### src/rtl/alu_mode_pkg.sv
// alu_mode_pkg: select encodings and default sizing shared by the ALU mode controller.
`default_nettype none

package alu_mode_pkg;

  typedef logic [1:0] sel_t;

  localparam sel_t SEL_A = 2'b00;
  localparam sel_t SEL_B = 2'b01;
  localparam sel_t SEL_C = 2'b10;
  localparam sel_t SEL_D = 2'b11;

  localparam int DEFAULT_WIDTH           = 10;
  localparam int DEFAULT_DEBOUNCE_CYCLES = 500000;

endpackage

`default_nettype wire

### src/rtl/button_debouncer.sv
// button_debouncer: 2-flop synchroniser, stability counter and rising-edge pulse for one button.
`default_nettype none

module button_debouncer #(
  parameter int DEBOUNCE_CYCLES = 500000
) (
  input  logic clk,
  input  logic rst,
  input  logic btn,
  output logic rise
);

  localparam int CW = $clog2(DEBOUNCE_CYCLES) + 1;
  localparam logic [CW-1:0] LAST = CW'(DEBOUNCE_CYCLES - 1);

  logic          s1;
  logic          s2;
  logic          db;
  logic          db_q;
  logic [CW-1:0] cnt;

  // Any return to the accepted level clears the count, so bounces restart it.
  always_ff @(posedge clk or posedge rst) begin
    if (rst) begin
      s1   <= 1'b0;
      s2   <= 1'b0;
      db   <= 1'b0;
      db_q <= 1'b0;
      cnt  <= '0;
    end else begin
      s1   <= btn;
      s2   <= s1;
      db_q <= db;
      if (s2 == db) begin
        cnt <= '0;
      end else if (cnt == LAST) begin
        db  <= s2;
        cnt <= '0;
      end else begin
        cnt <= cnt + CW'(1);
      end
    end
  end

  assign rise = db & ~db_q;

endmodule

`default_nettype wire

### src/rtl/alu_mode_controller.sv
// alu_mode_controller: debounced button toggles pick which ALU bus drives the registered output F.
// Optional auto-scan stepping of the select is enabled with `define ALU_MODE_AUTO_SCAN_EN.
`default_nettype none

module alu_mode_controller
  import alu_mode_pkg::*;
#(
  parameter int WIDTH           = DEFAULT_WIDTH,
  parameter int DEBOUNCE_CYCLES = DEFAULT_DEBOUNCE_CYCLES,
  parameter int SCAN_PERIOD     = 50000000
) (
  input  logic             CLK,
  input  logic             RST,
  input  logic [1:0]       BTN,
`ifdef ALU_MODE_AUTO_SCAN_EN
  input  logic             SCAN,
`endif
  input  logic [WIDTH-1:0] A,
  input  logic [WIDTH-1:0] B,
  input  logic [WIDTH-1:0] C,
  input  logic [WIDTH-1:0] D,
  output logic [1:0]       SEL,
  output logic             SEL_CHG,
  output logic [WIDTH-1:0] F
);

  logic [1:0] rise;
  sel_t       next_sel;

  for (genvar i = 0; i < 2; i++) begin : g_btn
    button_debouncer #(
      .DEBOUNCE_CYCLES(DEBOUNCE_CYCLES)
    ) u_db (
      .clk (CLK),
      .rst (RST),
      .btn (BTN[i]),
      .rise(rise[i])
    );
  end

`ifdef ALU_MODE_AUTO_SCAN_EN
  localparam int PW = $clog2(SCAN_PERIOD) + 1;
  localparam logic [PW-1:0] PLAST = PW'(SCAN_PERIOD - 1);

  logic          scan_s1;
  logic          scan_s2;
  logic [PW-1:0] pcnt;
  logic [PW-1:0] next_pcnt;

  // A button toggle landing on a scan step suppresses the step; the period restarts either way.
  always_comb begin
    next_sel  = SEL ^ rise;
    next_pcnt = pcnt;
    if (!scan_s2) begin
      next_pcnt = '0;
    end else if (pcnt == PLAST) begin
      next_pcnt = '0;
      if (rise == 2'b00) next_sel = SEL + 2'b01;
    end else begin
      next_pcnt = pcnt + PW'(1);
    end
  end

  always_ff @(posedge CLK or posedge RST) begin
    if (RST) begin
      scan_s1 <= 1'b0;
      scan_s2 <= 1'b0;
      pcnt    <= '0;
    end else begin
      scan_s1 <= SCAN;
      scan_s2 <= scan_s1;
      pcnt    <= next_pcnt;
    end
  end
`else
  always_comb begin
    next_sel = SEL ^ rise;
  end
`endif

  always_ff @(posedge CLK or posedge RST) begin
    if (RST) begin
      SEL     <= SEL_A;
      SEL_CHG <= 1'b0;
      F       <= '0;
    end else begin
      SEL     <= next_sel;
      SEL_CHG <= (next_sel != SEL);
      // Mux uses the current select, so F trails SEL by one cycle.
      case (SEL)
        SEL_A:   F <= A;
        SEL_B:   F <= B;
        SEL_C:   F <= C;
        default: F <= D;
      endcase
    end
  end

endmodule

`default_nettype wire

### config.mk
export PLATFORM = sky130hd
export DESIGN_NAME = alu_mode_controller
export DESIGN_NICKNAME = d
export VERILOG_FILES = /design/src/rtl/alu_mode_pkg.sv /design/src/rtl/button_debouncer.sv /design/src/rtl/alu_mode_controller.sv
export SDC_FILE = /design/constraint.sdc
export NUM_CORES = 1
export LEC_CHECK = 0
export ABC_AREA = 1
export CORE_MARGIN = 10
export CORE_UTILIZATION = 58
export DETAILED_ROUTE_END_ITERATION = 16
export PLACE_DENSITY_LB_ADDON = 0.08
export SLEW_MARGIN = 20
export SYNTH_ARGS = -nofsm -noshare
export SYNTH_HDL_FRONTEND = slang
export SYNTH_HIERARCHICAL = 1
export SYNTH_SLANG_ARGS = --single-unit
### constraint.sdc
create_clock -name CLK -period 3.05 [get_ports CLK]
set_clock_uncertainty 0.2 [all_clocks]
set_input_delay 0.61 -clock CLK [delete_from_list [all_inputs] [get_ports CLK]]
set_output_delay 0.61 -clock CLK [all_outputs]
set_load 0.01 [all_outputs]
Fig. 1: run 1, cell sizes after repair
Scale bar: 20 um.
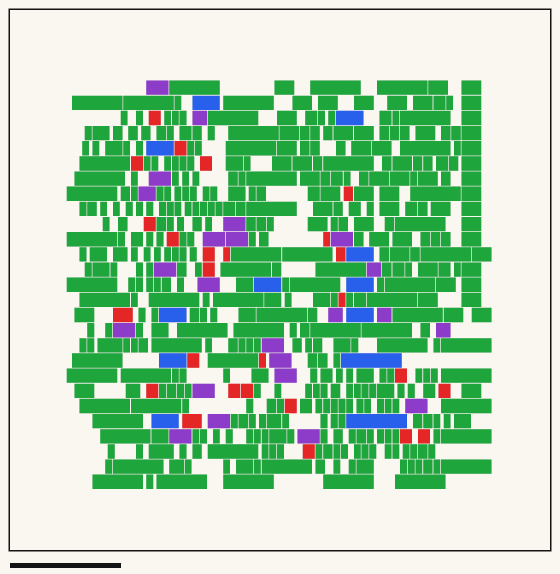
blue -> x6 and larger  # cells 12, share 2.4%, most used clkbuf_8
red -> x2  # cells 26, share 5.2%, most used nand2_2
green -> x1 and smaller  # cells 439, share 88%, most used nor2_1
purple -> x3 and x4  # cells 23, share 4.6%, most used nor2_4
Signal buffers: 60
Area growth syn-to-layout: 23.8%
worst setup margin: 0.723 ns
Final Cell Area: 4240 um^2

Fig. 2: run 1, sequential cells colored by netlist name
Scale bar: 20 um. Other sequential cells in the stronger gray, the rest of the logic in the fainter gray.
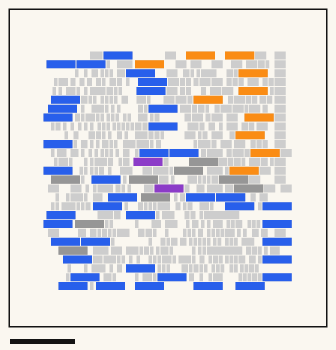
orange -> F  # placed flops 10
blue -> g_btn.u_db/cnt  # placed flops 40, where widely spread
purple -> g_btn.u_db/db  # placed flops 2
not colored = 9
post-layout util: 0.757
Seq area share: 0.360
storage element area: 1530 um^2
Seq. pwr: 832 uW

Fig. 3: run 1, cells colored by class
Scale bar: 20 um.
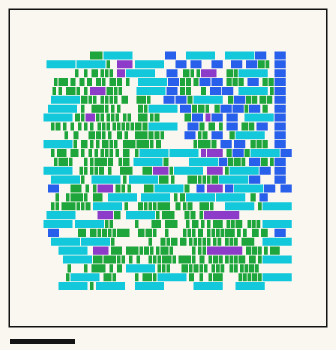
purple -> clock drivers and dummy loads  # cells 16, share of their area 5.4%
green -> remaining logic cells  # cells 363, share of their area 44%
blue -> remaining buffers and delay cells  # cells 60, share of their area 14%
cyan -> registers  # cells 61, share of their area 37%
row count: 27
Core Footprint: 5610 um^2

==> qor.csv, run 1 <==
metric;value;unit
status;complete, no violations;
TritonCTS Buffers;9;
Final Cycle Share;0.763;
Setup TNS;0;ns
Worst slew margin;0.658;
count of pins over their slew limit;0;
switching share of power;0.222;
Async SR Flop Fraction;1.00;
global-route track usage on met2;0.278;
combinational share of cell area;0.394;
biggest cell delay along the critical path;0.59;ns
Worst EP required;2.24;ns
Final Setup Violations;0;
routed wl met3;511;um
leakage power;1.81;nW
Placed Instances;556;
Final Non-Filler Cells;572;
cell-internal power;1.38;mW
clk cell area share;0.0528;
most numerous cell in the Yosys netlist;nor2_1;
Max Freq;430;MHz
first-pass GRT wire length;14300;um
Hold WC Path Type;reg -> reg;
maximum VDD drop;343;uV
stages on the worst setup path;2;
clock transition at the registers of the reported paths;0.07;ns
setup bufs post-CTS;0;
hold buffers post-CTS;0;
Die X;96.9;um
sw power;392;uW
Fillers;425;
most frequent logic cell in the layout;nor2_1;
routed via count;3042;
busiest grt layer;met2;
nonclk inv count;37;
Fin Hold WS;0.164;ns
metal2 WL;3970;um
met1 Track Usage GR;0.244;
worst-margin pin slew;0.513;ns
antenna viol nets, final;0;
clk root buf;clkbuf_8;
Late-Pin Clk Latency;0.34;ns
min-delay src;g_btn[0].u_db/s1;
compound-gate portion of the synthesized area;0.0182;
clock power share;0.458;
Die H;96.9;um
simple share;0.412;
Logic cell area;1670;um^2
==> run 1: power groups by stage <==
stage / logic [mW] / registers, mW / clock network, mW
6_report: 0.127 / 0.832 / 0.811
5_1_grt: 0.139 / 0.833 / 0.865
4_1_cts: 0.129 / 0.832 / 0.825
3_5_place_dp: 0.127 / 0.847 / 0
3_3_place_gp: 0.125 / 0.847 / 0
2_1_floorplan: 0.0419 / 0.850 / 0
==> run 1: flip-flops by register name, indices dropped and copies added (netlist names) <==
signal / flops
g_btn.u_db/db: 2
g_btn.u_db/cnt: 40
g_btn.u_db/s1: 2
g_btn.u_db/db_q: 2
g_btn.u_db/s2: 2
F: 10
SEL: 2
SEL_CHG: 1
Fig. 4: run 1, selected gate families
Scale bar: 20 um.
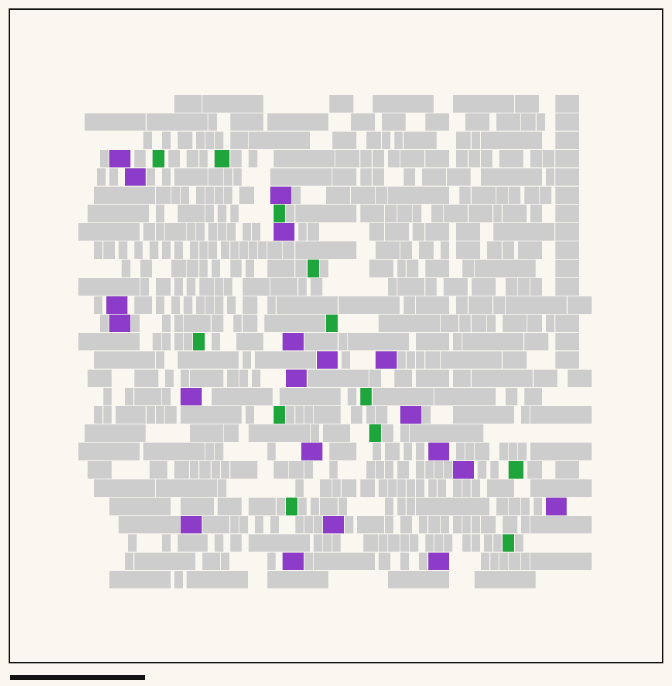

==> inputs of run 2 (changes only) <==
--- a/config.mk
+++ b/config.mk
@@ -7,7 +7,7 @@
 export LEC_CHECK = 0
 export ABC_AREA = 1
 export CORE_MARGIN = 10
-export CORE_UTILIZATION = 58
+export CORE_UTILIZATION = 54
 export DETAILED_ROUTE_END_ITERATION = 16
 export PLACE_DENSITY_LB_ADDON = 0.08
 export SLEW_MARGIN = 20
==> constraint.sdc (replaced) <==
create_clock -name CLK -period 2.32 [get_ports CLK]
set_clock_uncertainty 0.2 [all_clocks]
set_input_delay 0.464 -clock CLK [delete_from_list [all_inputs] [get_ports CLK]]
set_output_delay 0.464 -clock CLK [all_outputs]
set_load 0.01 [all_outputs]
Fig. 5: run 2, selected gate families
Scale bar: 20 um.
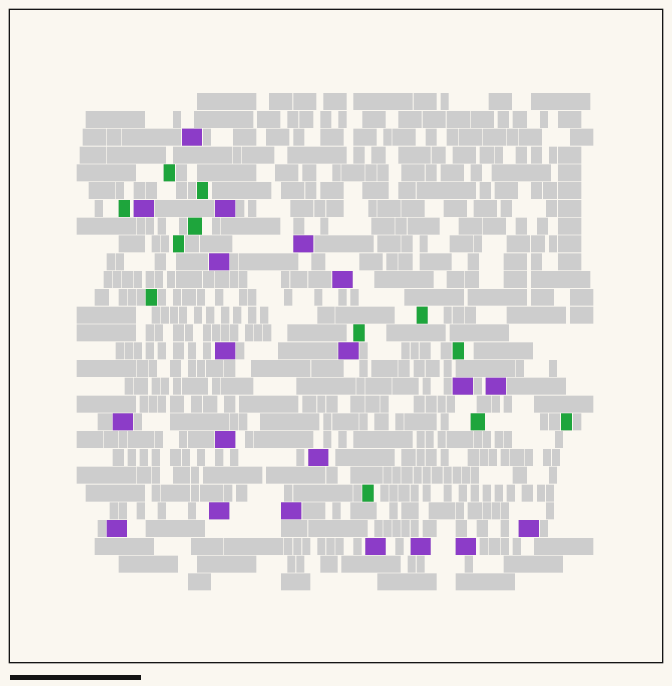
purple -> xor and xnor cells  # cells 20, most used xor2_1
green -> aoi and oai cells  # cells 12, most used a21oi_1
combinational share of cell area: 0.398
Final Non-Filler Cells: 575
most frequent logic cell in the layout: nor2_1

Fig. 6: run 2, cell sizes after repair
Scale bar: 20 um.
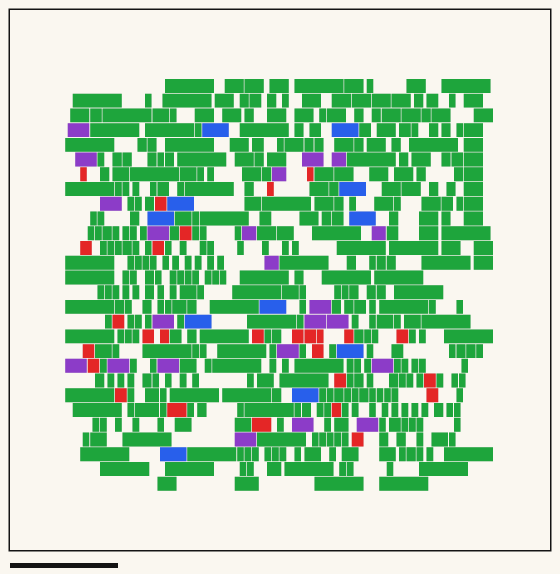
red -> x2  # cells 27, share 5.4%, most used nand2_2
purple -> x3 and x4  # cells 22, share 4.4%, most used nor2_4
green -> x1 and smaller  # cells 440, share 88%, most used nor2_1
blue -> x6 and larger  # cells 11, share 2.2%, most used clkbuf_8
worst setup margin: 0.402 ns
Area growth syn-to-layout: 22.5%
Final Cell Area: 4200 um^2

==> qor.csv, run 2 <==
metric;value;unit
most numerous cell in the Yosys netlist;nor2_1;
combinational power;163;uW
cells in synth_stat.txt;432;
CTS resizes;0;
Setup TNS;0;ns
Placed Instances;559;
nonclk inv count;37;
Comb gates;326;
DR iter-0 viols;137;
area share, top type;0.445;
Post-synth top cells;nor2_1 (92), nand2_1 (82), dfrtp_1 (61);
Mean Syn Cell Area;7.94;um^2
metal2 WL;4520;um
Cell Chain, Critical Path;clkdlybuf4s50_1;
Async SR Flop Fraction;1.00;
cell-internal power;1.62;mW
Fin Hold WS;0.151;ns
GRT Total Usage;0.178;
Late-Pin Clk Latency;0.34;ns
clk root buf;clkbuf_8;
Routability Congestion;0.924;
sw power;502;uW
clk cell area share;0.0423;
switching share of power;0.237;
clock power share;0.407;
crit end category;primary output;
largest power group;sequential cells;
worst-margin pin slew;0.563;ns
Max Freq;521;MHz
Cell Type Count;25;
area leader, netlist;dfrtp_1;
Seq area share;0.363;
Top area cell types;dfrtp_1 (45%), nor2_1 (10%), nand2_1 (9.0%);
TritonCTS Buffers;9;
maximum VDD drop;358;uV
Final Power;2.12;mW
antenna viol nets, final;0;
compound-gate portion of the synthesized area;0.0182;
Core Footprint;6030;um^2
NonClk Buf Share;0.141;
launch point of the worst reg-to-reg path;g_btn[1].u_db/cnt[0];
clock transition at the registers of the reported paths;0.06;ns
Worst slew margin;0.624;
Logic cell area;1670;um^2
routed wl met3;397;um
first-pass GRT wire length;14500;um
Final Cycle Share;0.827;
area fraction in mux cells;0;
row count;28;
die area;9940;um^2
count of pins over their slew limit;0;
status;complete, no violations;
adder share;0.00730;
routed via count;3004;
setup bufs post-CTS;0;
Sequential Power Share;0.516;
max FFs per register;40;
Worst EP required;1.66;ns
# Taps;75;
highest metal used;met4;
clock network power;863;uW
Die H;99.7;um
simple share;0.412;
stages on the worst setup path;1;
hold buffers post-CTS;0;
Seq. pwr;1.09;mW
Final Setup Violations;0;
storage element area;1530;um^2
Hold WC Path Type;reg -> reg;
#FFs+latches synth;61;
leakage power;1.79;nW
antenna violations before repair;0;
Reg with most FFs;g_btn.u_db/cnt;
biggest cell delay along the critical path;0.56;ns
Fillers;522;
# IOs;57;
vias in the first global route;3025;
Signal buffers;60;
post-layout util;0.697;
Die X;99.7;um
slowest cell on the critical path;clkdlybuf4s50_1;
met1 Track Usage GR;0.204;
Placed Instance Area;4020;um^2
global-route track usage on met2;0.310;
busiest grt layer;met2;
yosys synthesis chip area;3430;um^2
post-DR vias/cell;5.22;
top flop regs;g_btn.u_db/cnt (40), F (10);
run 2: cell counts after synthesis:
No cell type changed its count.
run 2: worst min-delay path by stage:
| stage | startpoint | endpoint | slack, ns | cells after the start |
|---|---|---|---|---|
| floorplan | g_btn[0].u_db/s1 | g_btn[0].u_db/s2 | 0.13 | 0 |
| global placement | g_btn[0].u_db/s1 | g_btn[0].u_db/s2 | 0.13 | 0 |
| detailed placement | g_btn[0].u_db/s1 | g_btn[0].u_db/s2 | 0.14 | 0 |
| CTS | g_btn[0].u_db/s1 | g_btn[0].u_db/s2 | 0.15 | 0 |
| global route | g_btn[0].u_db/s1 | g_btn[0].u_db/s2 | 0.16 | 0 |
| finish | g_btn[0].u_db/s1 | g_btn[0].u_db/s2 | 0.15 | 0 |
Power and IR drop assume default switching activity.
